[config.mk]
export PLATFORM = sky130hd
export DESIGN_NAME = data_mem_ctrl
export DESIGN_NICKNAME = d
export VERILOG_FILES = /design/src/rtl/data_mem_ctrl.sv
export SDC_FILE = /design/constraint.sdc
export NUM_CORES = 1
export LEC_CHECK = 0
export CORE_MARGIN = 2
export CORE_UTILIZATION = 31
export CTS_CLUSTER_DIAMETER = 120
export DETAILED_ROUTE_END_ITERATION = 10
export GPL_ROUTABILITY_DRIVEN = 0
export SLEW_MARGIN = 30
export SYNTH_ARGS = -nofsm -noshare
export SYNTH_HDL_FRONTEND = slang
export SYNTH_SLANG_ARGS = --single-unit
[constraint.sdc]
create_clock -name clk -period 2.54 [get_ports clk]
set_input_delay 0.508 -clock clk [delete_from_list [all_inputs] [get_ports clk]]
set_output_delay 0.508 -clock clk [all_outputs]
set_load 0.005 [all_outputs]
[src/rtl/data_mem_ctrl.sv]
// data_mem_ctrl: sequences CPU load/store accesses onto a byte-wide data memory, one byte
// per cycle, little-endian. Loads are assembled and sign/zero-extended; completion is a
// one-cycle done pulse, and busy (accept through done) stalls the pipeline.
//
// Optional feature: define MISALIGN_TRAP_EN to trap misaligned half/word accesses. These
// skip the memory transfer and complete at once with err=1 and rdata=0. When the macro is
// undefined, misaligned accesses run byte-wise and err is tied to 0.
//
// Ports:
//   clk, rst_n          clock, asynchronous active-low reset
//   req, we, funct3     request (sampled in idle), store/load select, RV32I size/sign code
//   addr, wdata         lowest byte address, store data (all latched at accept)
//   rdata, done, busy   load result (held until next accept), completion pulse, stall
//   err                 misalignment flag, same timing as done
//   mem_addr/_wdata/_we memory byte port (address held outside transfers)
//   mem_rdata           memory read byte, combinational from mem_addr
module data_mem_ctrl #(
  parameter int unsigned ADDRESS = 8,
  parameter int unsigned WIDTH   = 8
) (
  input  logic               clk,
  input  logic               rst_n,
  input  logic               req,
  input  logic               we,
  input  logic [2:0]         funct3,
  input  logic [ADDRESS-1:0] addr,
  input  logic [31:0]        wdata,
  output logic [31:0]        rdata,
  output logic               done,
  output logic               busy,
  output logic               err,
  output logic [ADDRESS-1:0] mem_addr,
  output logic [WIDTH-1:0]   mem_wdata,
  output logic               mem_we,
  input  logic [WIDTH-1:0]   mem_rdata
);

  if (WIDTH != 8) begin : g_width_check
    $error("data_mem_ctrl: WIDTH must be 8");
  end

  typedef enum logic [1:0] {StIdle, StXfer, StDone} state_e;

  state_e             state_q, state_d;
  logic               we_q, we_d;
  logic [2:0]         funct3_q, funct3_d;
  logic [ADDRESS-1:0] addr_q, addr_d;
  logic [31:0]        wdata_q, wdata_d;
  logic [1:0]         k_q, k_d;
  logic [31:0]        raw_q, raw_d;
  logic [31:0]        rdata_q, rdata_d;
  logic [ADDRESS-1:0] last_addr_q, last_addr_d;

  logic [ADDRESS-1:0] cur_addr;
  logic [7:0]         cur_byte;
  logic [1:0]         last_k;

  // Sign- or zero-extend the assembled little-endian load value to 32 bits.
  function automatic logic [31:0] load_ext(input logic [31:0] raw, input logic [2:0] f3);
    logic [31:0] res;
    case (f3[1:0])
      2'b00:   res = f3[2] ? {24'b0, raw[7:0]}  : {{24{raw[7]}}, raw[7:0]};
      2'b01:   res = f3[2] ? {16'b0, raw[15:0]} : {{16{raw[15]}}, raw[15:0]};
      default: res = raw;
    endcase
    return res;
  endfunction

  always_comb begin
    case (funct3_q[1:0])
      2'b00:   last_k = 2'd0;
      2'b01:   last_k = 2'd1;
      default: last_k = 2'd3;
    endcase
    case (k_q)
      2'd0:    cur_byte = wdata_q[7:0];
      2'd1:    cur_byte = wdata_q[15:8];
      2'd2:    cur_byte = wdata_q[23:16];
      default: cur_byte = wdata_q[31:24];
    endcase
  end

  // Address arithmetic wraps naturally at 2**ADDRESS.
  assign cur_addr = addr_q + ADDRESS'(k_q);

`ifdef MISALIGN_TRAP_EN
  logic err_q, err_d;
  logic misaligned;
  assign misaligned = ((funct3[1:0] == 2'b01) && addr[0]) ||
                      (funct3[1] && (addr[1:0] != 2'b00));
  assign err = err_q;
`else
  assign err = 1'b0;
`endif

  always_comb begin
    state_d     = state_q;
    we_d        = we_q;
    funct3_d    = funct3_q;
    addr_d      = addr_q;
    wdata_d     = wdata_q;
    k_d         = k_q;
    raw_d       = raw_q;
    rdata_d     = rdata_q;
    last_addr_d = last_addr_q;
`ifdef MISALIGN_TRAP_EN
    err_d       = err_q;
`endif
    mem_we      = 1'b0;
    mem_wdata   = '0;
    mem_addr    = last_addr_q;

    case (state_q)
      StIdle: begin
        if (req) begin
          we_d     = we;
          funct3_d = funct3;
          addr_d   = addr;
          wdata_d  = wdata;
          k_d      = 2'd0;
          raw_d    = '0;
          rdata_d  = '0;
          state_d  = StXfer;
`ifdef MISALIGN_TRAP_EN
          if (misaligned) begin
            state_d = StDone;
            err_d   = 1'b1;
          end
`endif
        end
      end
      StXfer: begin
        mem_addr    = cur_addr;
        last_addr_d = cur_addr;
        if (we_q) begin
          mem_we    = 1'b1;
          mem_wdata = cur_byte;
        end else begin
          raw_d = raw_q | ({24'b0, mem_rdata} << {k_q, 3'b000});
        end
        if (k_q == last_k) begin
          state_d = StDone;
          // Stores leave rdata at the zero written at accept.
          if (!we_q) begin
            rdata_d = load_ext(raw_d, funct3_q);
          end
        end else begin
          k_d = k_q + 2'd1;
        end
      end
      StDone: begin
        state_d = StIdle;
`ifdef MISALIGN_TRAP_EN
        err_d   = 1'b0;
`endif
      end
      default: state_d = StIdle;
    endcase
  end

  always_ff @(posedge clk or negedge rst_n) begin
    if (!rst_n) begin
      state_q     <= StIdle;
      we_q        <= 1'b0;
      funct3_q    <= 3'b0;
      addr_q      <= '0;
      wdata_q     <= '0;
      k_q         <= 2'd0;
      raw_q       <= '0;
      rdata_q     <= '0;
      last_addr_q <= '0;
`ifdef MISALIGN_TRAP_EN
      err_q       <= 1'b0;
`endif
    end else begin
      state_q     <= state_d;
      we_q        <= we_d;
      funct3_q    <= funct3_d;
      addr_q      <= addr_d;
      wdata_q     <= wdata_d;
      k_q         <= k_d;
      raw_q       <= raw_d;
      rdata_q     <= rdata_d;
      last_addr_q <= last_addr_d;
`ifdef MISALIGN_TRAP_EN
      err_q       <= err_d;
`endif
    end
  end

  assign rdata = rdata_q;
  assign done  = (state_q == StDone);
  assign busy  = (state_q != StIdle);

endmodule

==> results.cfg, run 1 <==
; yosys + openroad results
[outcome]
status = complete, but fails checks
violations = negative setup slack

[yosys]
synth_cells = 546
dominantRegCellSynth = dfrtp_1
edf_count = 0
synth.distinct_cells = 45
synth_area_sq_um = 5290
yosysWarningCount = 0
largest_area_cell = dfrtp_1
syn-num-nets = 608
synth_seq_share_pct = 56.7
yosys_area_sq_um = 5290
ys_ff = 120
avgSynthCellArea_sq_um = 9.70
yosysCellCount = 546

[worst_setup_path]
ff2ff_path_depth = 8
cp.depth = 9
start_kind = register
criticalPathCategory = register to output port
cp_slowest_cell = dfrtp_1
path_cells = ha_2 > inv_2 > fa_2 > nor2b_2 > buf_4 > nand4_1 > xor2_1 > o21ai_1 > buf_2
critPathCaptureType = output port
r2r_setup_slack_ps = 120
max_stage_delay_ps = 360
cp.required_ps = 2030
critPathBufInv = 3
cp_max_fo = 2
cp.arrival_ps = 2170

[cts]
htreeDepth = 4
cts.path.max_buffers = 2
numClockSinks = 120
cts_made_buffers = 17
cts_root_buf = clkbuf_16
cts_tree = built

[routing]
vias_per_cell = 4.89
wl_per_cell_um = 15.6
firstDrtPassIters = 5
routed_wl_mm = 14.0
ant_nets = 0
drtIter0Drc = 297

[pwr]
power.internal_mw = 6.33
switching_share_pct = 35.8
power_leakage_nw = 3.41
power_frac_clock_pct = 25.2
vdd_drop_max_mv = 0.575
powerDensity_nw_per_um2 = 1340
share_comb_of_total_power_pct = 41.8

[floorplan]
pin_count = 107
coreArea_sq_um = 16600
fp.dieH_um = 135
rows = 47
initial_core_util_pct = 31.8
fp.dieArea_sq_um = 18100

[timing]
slew_violations = 0
worst_slew_pin_slew_ps = 511
fin_crit_sh_pct = 105
setup_violations = 7
final.setup.tns_ps = -361
rsz0062_at_grt = yes
finClkSkew_ps = 9.80
layout_min_cycle_time_ps = 2680
max_slew_margin_pct = 65.5
final_hold_viol_count = 0
final.setup.worst_slack_ps = -139

[run]
maxCapViolCount = 0

[global_route]
grt_pass1_wl_mm = 22.6
grt_max_degree = 73
top_usage_layer = met2
antenna_found_initial = 0
grt_pass1_vias = 4330
grt-ovfl-total = 0

[layout]
syn2layout_area_growth_pct = 39.2
fin_nets = 727
fin_area_sq_um = 7370
utilization_pct = 44.3
diodes = 0
drive_above_1_share_pct = 16.2

[placement]
placed_area_sq_um = 6630
-- run 1: metal layers --
| layer | up-vias | part of all wire, % | wire length [um] |
|---|---|---|---|
| li1 | 2093 | - | - |
| met1 | 2121 | 46 | 6410 |
| met2 | 156 | 47 | 6540 |
| met3 | 12 | 6.0 | 838 |
| met4 | 0 | 1.1 | 158 |
| met5 | - | 0 | 0 |
-- run 1: cell type report --
cell class,count,area [sq um]
fill,1563,9270
sequential,120,3010
multi-input combinational,379,2170
timing repair buffer,137,1270
clock buffer,21,460
tap,220,275
clock inverter,10,150
inverter,10,37.5
-- run 1: power groups by stage --
stage	Clock, mW	Sequential, mW	Combinational, mW
after floorplan	0	3.09	2.49
after global placement	0	3.24	3.81
after detailed placement	0	3.25	3.92
after CTS	2.53	3.25	4.08
after global routing	2.62	3.35	4.59
final	2.49	3.25	4.12
-- run 1: cell usage in the layout, fill, tap and decap left out, types with 5 or more instances in the layout --
cell	instances
inv_1	6
a222oi_1	8
clkdlybuf4s50_1	89
clkbuf_2	7
xor2_1	5
o21ai_0	13
nand2_1	140
clkinv_2	6
nor2_1	58
a211oi_1	16
buf_4	27
dfrtp_1	118
a21oi_1	52
o21ai_1	6
o2bb2ai_1	16
a22o_1	8
clkbuf_16	17
buf_2	6
-- run 1: worst register-to-register path, stage by stage, from the launching register on --
cell	delay, ps
dfrtp_1	380
buf_4	140
buf_6	120
buf_4	170
xor2_1	190
o311a_4	350
or3_1	340
buf_4	270
mux2_4	340
-- run 1: how the worst max path moves through the flow --
stage                          from     endpoint  slack [ps]
final                        k_q[0]  mem_addr[6]        -140
after global routing         k_q[0]  mem_addr[6]        -300
after CTS                    k_q[0]  mem_addr[6]        -170
after detailed placement     k_q[0]  mem_addr[6]        -150
after global placement    addr_q[0]  mem_addr[6]        -100
after floorplan              k_q[1]  mem_addr[6]         350
-- run 1: cells by family after synthesis --
| logic type | count (synthesis) | share of synthesized area (%) |
|---|---|---|
| AOI/OAI and AO/OA | 130 | 16.2 |
| xor gates and xnor gates | 7 | 1.16 |
| adders and majority gates | 7 | 1.80 |
| buffers and inverters | 47 | 4.11 |
| DFF | 120 | 56.7 |
| muxes | 9 | 2.15 |
| other | 1 | 0.0708 |
| and+or+nand+nor | 225 | 17.8 |
-- run 1: metrics by stage --
step	total power, mW	setup slack (ps)
2_1_floorplan	5.58	353
3_5_place_dp	7.17	-145
3_3_place_gp	7.05	-105
5_1_grt	10.6	-301
6_report	9.87	-139
4_1_cts	9.85	-165
-- run 1: sequential cells by signal, summed over array words and instances, names as in the netlist --
register     flops
we_q             1
state_q          2
rdata           32
last_addr_q      8
k_q              2
wdata_q         32
addr_q           8
funct3_q         3
raw_q           32
-- run 1: repair_timing --
action / CTS / global route
resized: 53 / 30
pin swaps: 12 / 16
setup endpoints to repair: 15 / 17
buffers inserted: 8 / 4
gates cloned: 0 / 0
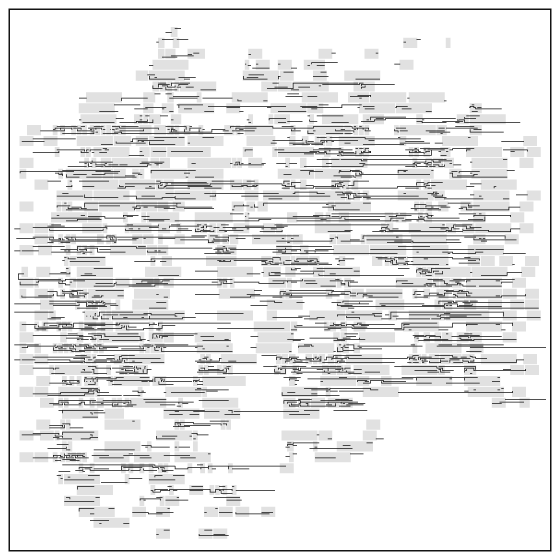
Run 1: metal 1
Cells faint in the background.
main direction: horizontal
wire length on this layer: 6,410 um
nets with wire on the layer: 631
longest straight run: 41.6 um

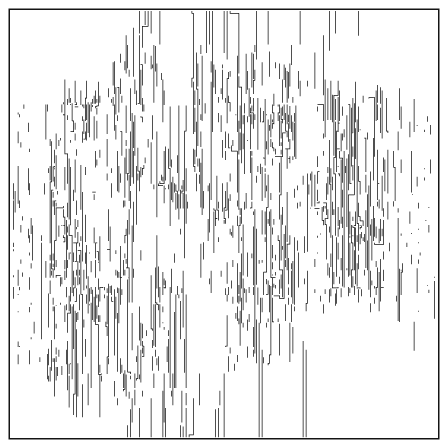
Run 1: M2 wires
share of all routed wire: 47%
nets with wire on the layer: 605

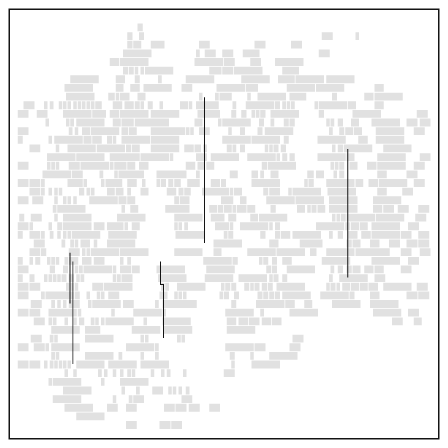
Run 1: M4 wires
Cells faint in the background.
share of all routed wire: 1.1%
main direction: vertical
wire length on this layer: 158 um

Run 1, cell area per tile:
The bar under the picture is 50 um long. The die is cut into 13 by 13 equal tiles; dark blue is low, red is high, 0 to 100% covered.
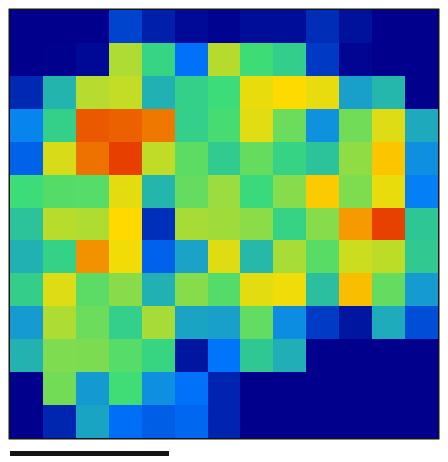

--- run 2 (diff from run 1) ---
--- a/config.mk
+++ b/config.mk
@@ -10,6 +10,7 @@
 export CTS_CLUSTER_DIAMETER = 120
 export DETAILED_ROUTE_END_ITERATION = 10
 export GPL_ROUTABILITY_DRIVEN = 0
+export REMOVE_ABC_BUFFERS = 1
 export SLEW_MARGIN = 30
 export SYNTH_ARGS = -nofsm -noshare
 export SYNTH_HDL_FRONTEND = slang
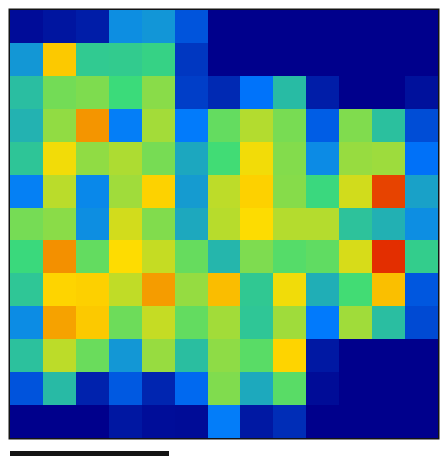
Run 2: cell area per tile
The bar under the picture is 50 um long. The die is cut into 13 by 13 equal tiles; dark blue is low, red is high, 0 to 100% covered.
mean over tiles: 39%
nearly empty tiles: 17%
tiles over 75% full: 8.9%

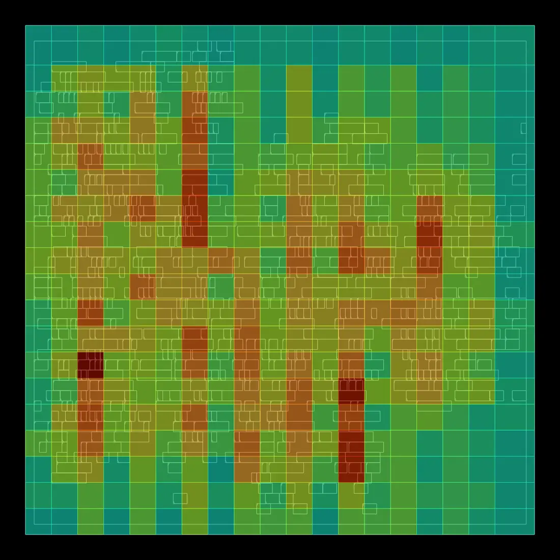
Run 2: routing congestion
post-layout util: 44.0%
met3 usage: 4.80%
GRT Max-Usage Layer: met2

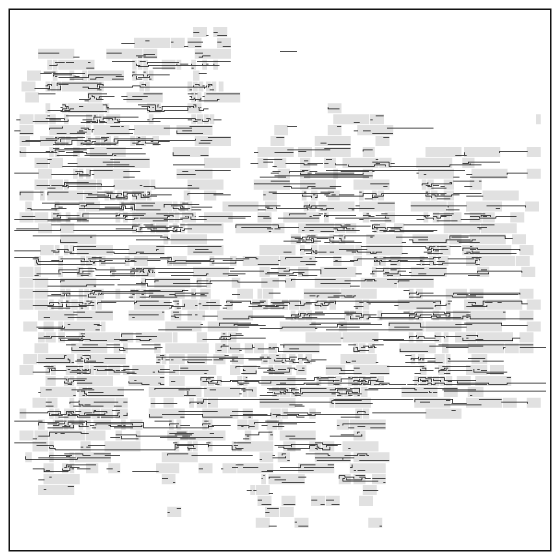
Run 2: metal 1
Cells faint in the background.
main direction: horizontal
share of all routed wire: 45%

==> run 2 against run 1 <==
The run still ends with negative setup slack left. Combinational power about the same. Routed wire length is 2.9% lower. Maximum frequency rose by 1.6%. Setup slack gained 42 ps. Clock skew down 2.3 ps. Core utilization decreased by 0.32 points. Sequential power shrank 2%. First-iteration DRC count down 24%.
==> results.cfg, run 2 <==
; yosys + openroad results
[layout]
layout.area.comb_sq_um = 2170
final_common_cell = nand2_1
fillerInstances = 1594
drive_above_1_share_pct = 16.1
regArea_sq_um = 3000
layout_top_cells = nand2_1, dfrtp_1, clkdlybuf4s50_1, nor2_1, a21oi_1
syn2layout_area_growth_pct = 38.2
diodes = 0
fin_nets = 729

[yosys]
ys_sh_simple_pct = 17.8
avgSynthCellArea_sq_um = 9.70
ys_ff = 120
synth_seq_share_pct = 56.7
common_cells = nand2_1, dfrtp_1, nor2_1
topCombFamilyByArea = simple AND/OR/NAND/NOR gates
synth_area_sq_um = 5290
largest_area_cell = dfrtp_1
yosysCellCount = 546
synth.distinct_cells = 45
ys_sh_adder_pct = 1.80
aoi_share_pct = 16.2
synth_cells = 546
yosys_area_sq_um = 5290
xor_share_pct = 1.16
ys_sh_mux_pct = 2.15
yosysWarningCount = 0

[floorplan]
rows = 47
initial_core_util_pct = 31.8
coreArea_sq_um = 16600
fp.dieH_um = 135
fp.dieArea_sq_um = 18100

[pwr]
p_total_mw = 9.58
vdd_drop_max_mv = 0.647
power_leakage_nw = 3.38
powerDensity_nw_per_um2 = 1310

[worst_setup_path]
criticalPathCategory = register to output port
path_cells = ha_2 > inv_2 > fa_2 > nor2b_2 > nand4_1 > xor2_1 > o21ai_2 > buf_2
cp_max_fo = 2
max_stage_delay_ps = 370
critPathCaptureType = output port
cp.arrival_ps = 2130
start_kind = register
critPathBufInv = 2
cp.required_ps = 2030
cp_slowest_cell = dfrtp_1

[routing]
drtIter0Drc = 225
routed_wl_mm = 13.5
wl_per_cell_um = 15.1
firstDrtPassIters = 5
ant_nets = 0
vias_per_cell = 4.81

[timing]
finClkSkew_ps = 7.51
max_slew_margin_pct = 57.1
layout_min_cycle_time_ps = 2640
rsz0062_at_grt = yes
final.setup.worst_slack_ps = -96.7
slew_violations = 0
fin_crit_sh_pct = 104
worst_slew_pin_slew_ps = 643
setup_violations = 2

[cts]
cts_made_buffers = 17
cts.path.max_buffers = 2
htreeDepth = 4
cts_root_buf = clkbuf_16
numClockSinks = 120

[global_route]
grt-ovfl-total = 0
antenna_found_initial = 0
grt_max_degree = 52

[placement]
dp_slack_ps = -141

[run]
maxCapViolCount = 0

[outcome]
status = complete, but fails checks
violations = negative setup slack
-- run 2: cell counts after synthesis --
Identical to the previous run, type by type.
-- run 2: final cells by class --
| type | count | area share (%) |
|---|---|---|
| sequential | 120 | 41.0 |
| multi-input combinational | 379 | 29.7 |
| timing repair buffer | 139 | 17.4 |
| clock buffer | 23 | 6.67 |
| tap | 220 | 3.76 |
| clock inverter | 8 | 0.975 |
| inverter | 10 | 0.513 |
-- run 2: cell families after synthesis --
kind of cell / after synthesis
simple gates: 225
compound gates: 130
flops: 120
buf+inv: 47
mux: 9
fa+ha+maj: 7
xor+xnor: 7
other cells: 1
-- run 2: path summary, 6_finish.rpt --
| check | cells past startpoint | slack [ps] | startpoint | end |
|---|---|---|---|---|
| setup / recovery | 8 | -100 | k_q[0] | mem_addr[6] |
| hold / removal | 2 | 470 | last_addr_q[0] | last_addr_q[0] |
| setup reg to reg | 8 | 100 | k_q[0] | rdata[4] |
| hold reg to reg | 2 | 470 | last_addr_q[0] | last_addr_q[0] |
| max in group asynchronous | 3 | 1020 | rst_n | rdata[27] |
| min in group asynchronous | 2 | 550 | rst_n | wdata_q[25] |
-- run 2: where the power goes --
group | switching (mW) | internal (mW) | leakage, nW
registers | 0.489 | 2.70 | 1.56
logic | 2.21 | 1.95 | 1.54
clock network | 0.809 | 1.43 | 0.279
-- run 2: worst register-to-register path: stages, from the launching register on --
cell and delay, ps:
dfrtp_1 400, buf_6 140, buf_4 130, buf_4 170, xor2_1 190, o311a_4 350
or3_1 340, buf_4 260, mux2_4 350
-- run 2: metal layers --
layer | wire length [um] | part of all wire, % | vias to the layer above | track usage (%)
met3 | 708 | 5.2 | 25 | 4.80
met1 | 6090 | 45 | 2080 | 20.2
met4 | 250 | 1.8 | 0 | 6.37
met5 | 0 | 0 | - | 0
met2 | 6490 | 48 | 125 | 25.4
li1 | - | - | 2095 | -
-- run 2: repair_timing --
action	CTS	global route
gates cloned	0	0
resized	67	19
hold endpoints to repair	15	0
setup buffers	9	2
pin swaps	12	16
hold buffers	1	0
setup endpoints to repair	17	16
-- run 2: per-stage QoR --
step / setup TNS (ps) / instance area (sq um) / instances
final: -138 / 7320 / 899
after global routing: -851 / 7320 / 899
after CTS: -349 / 7290 / 897
after detailed placement: -537 / 6620 / 856
after global placement: -379 / 6620 / 856
after floorplan: 0 / 5110 / 509
Power is estimated from default activity; no workload was simulated.
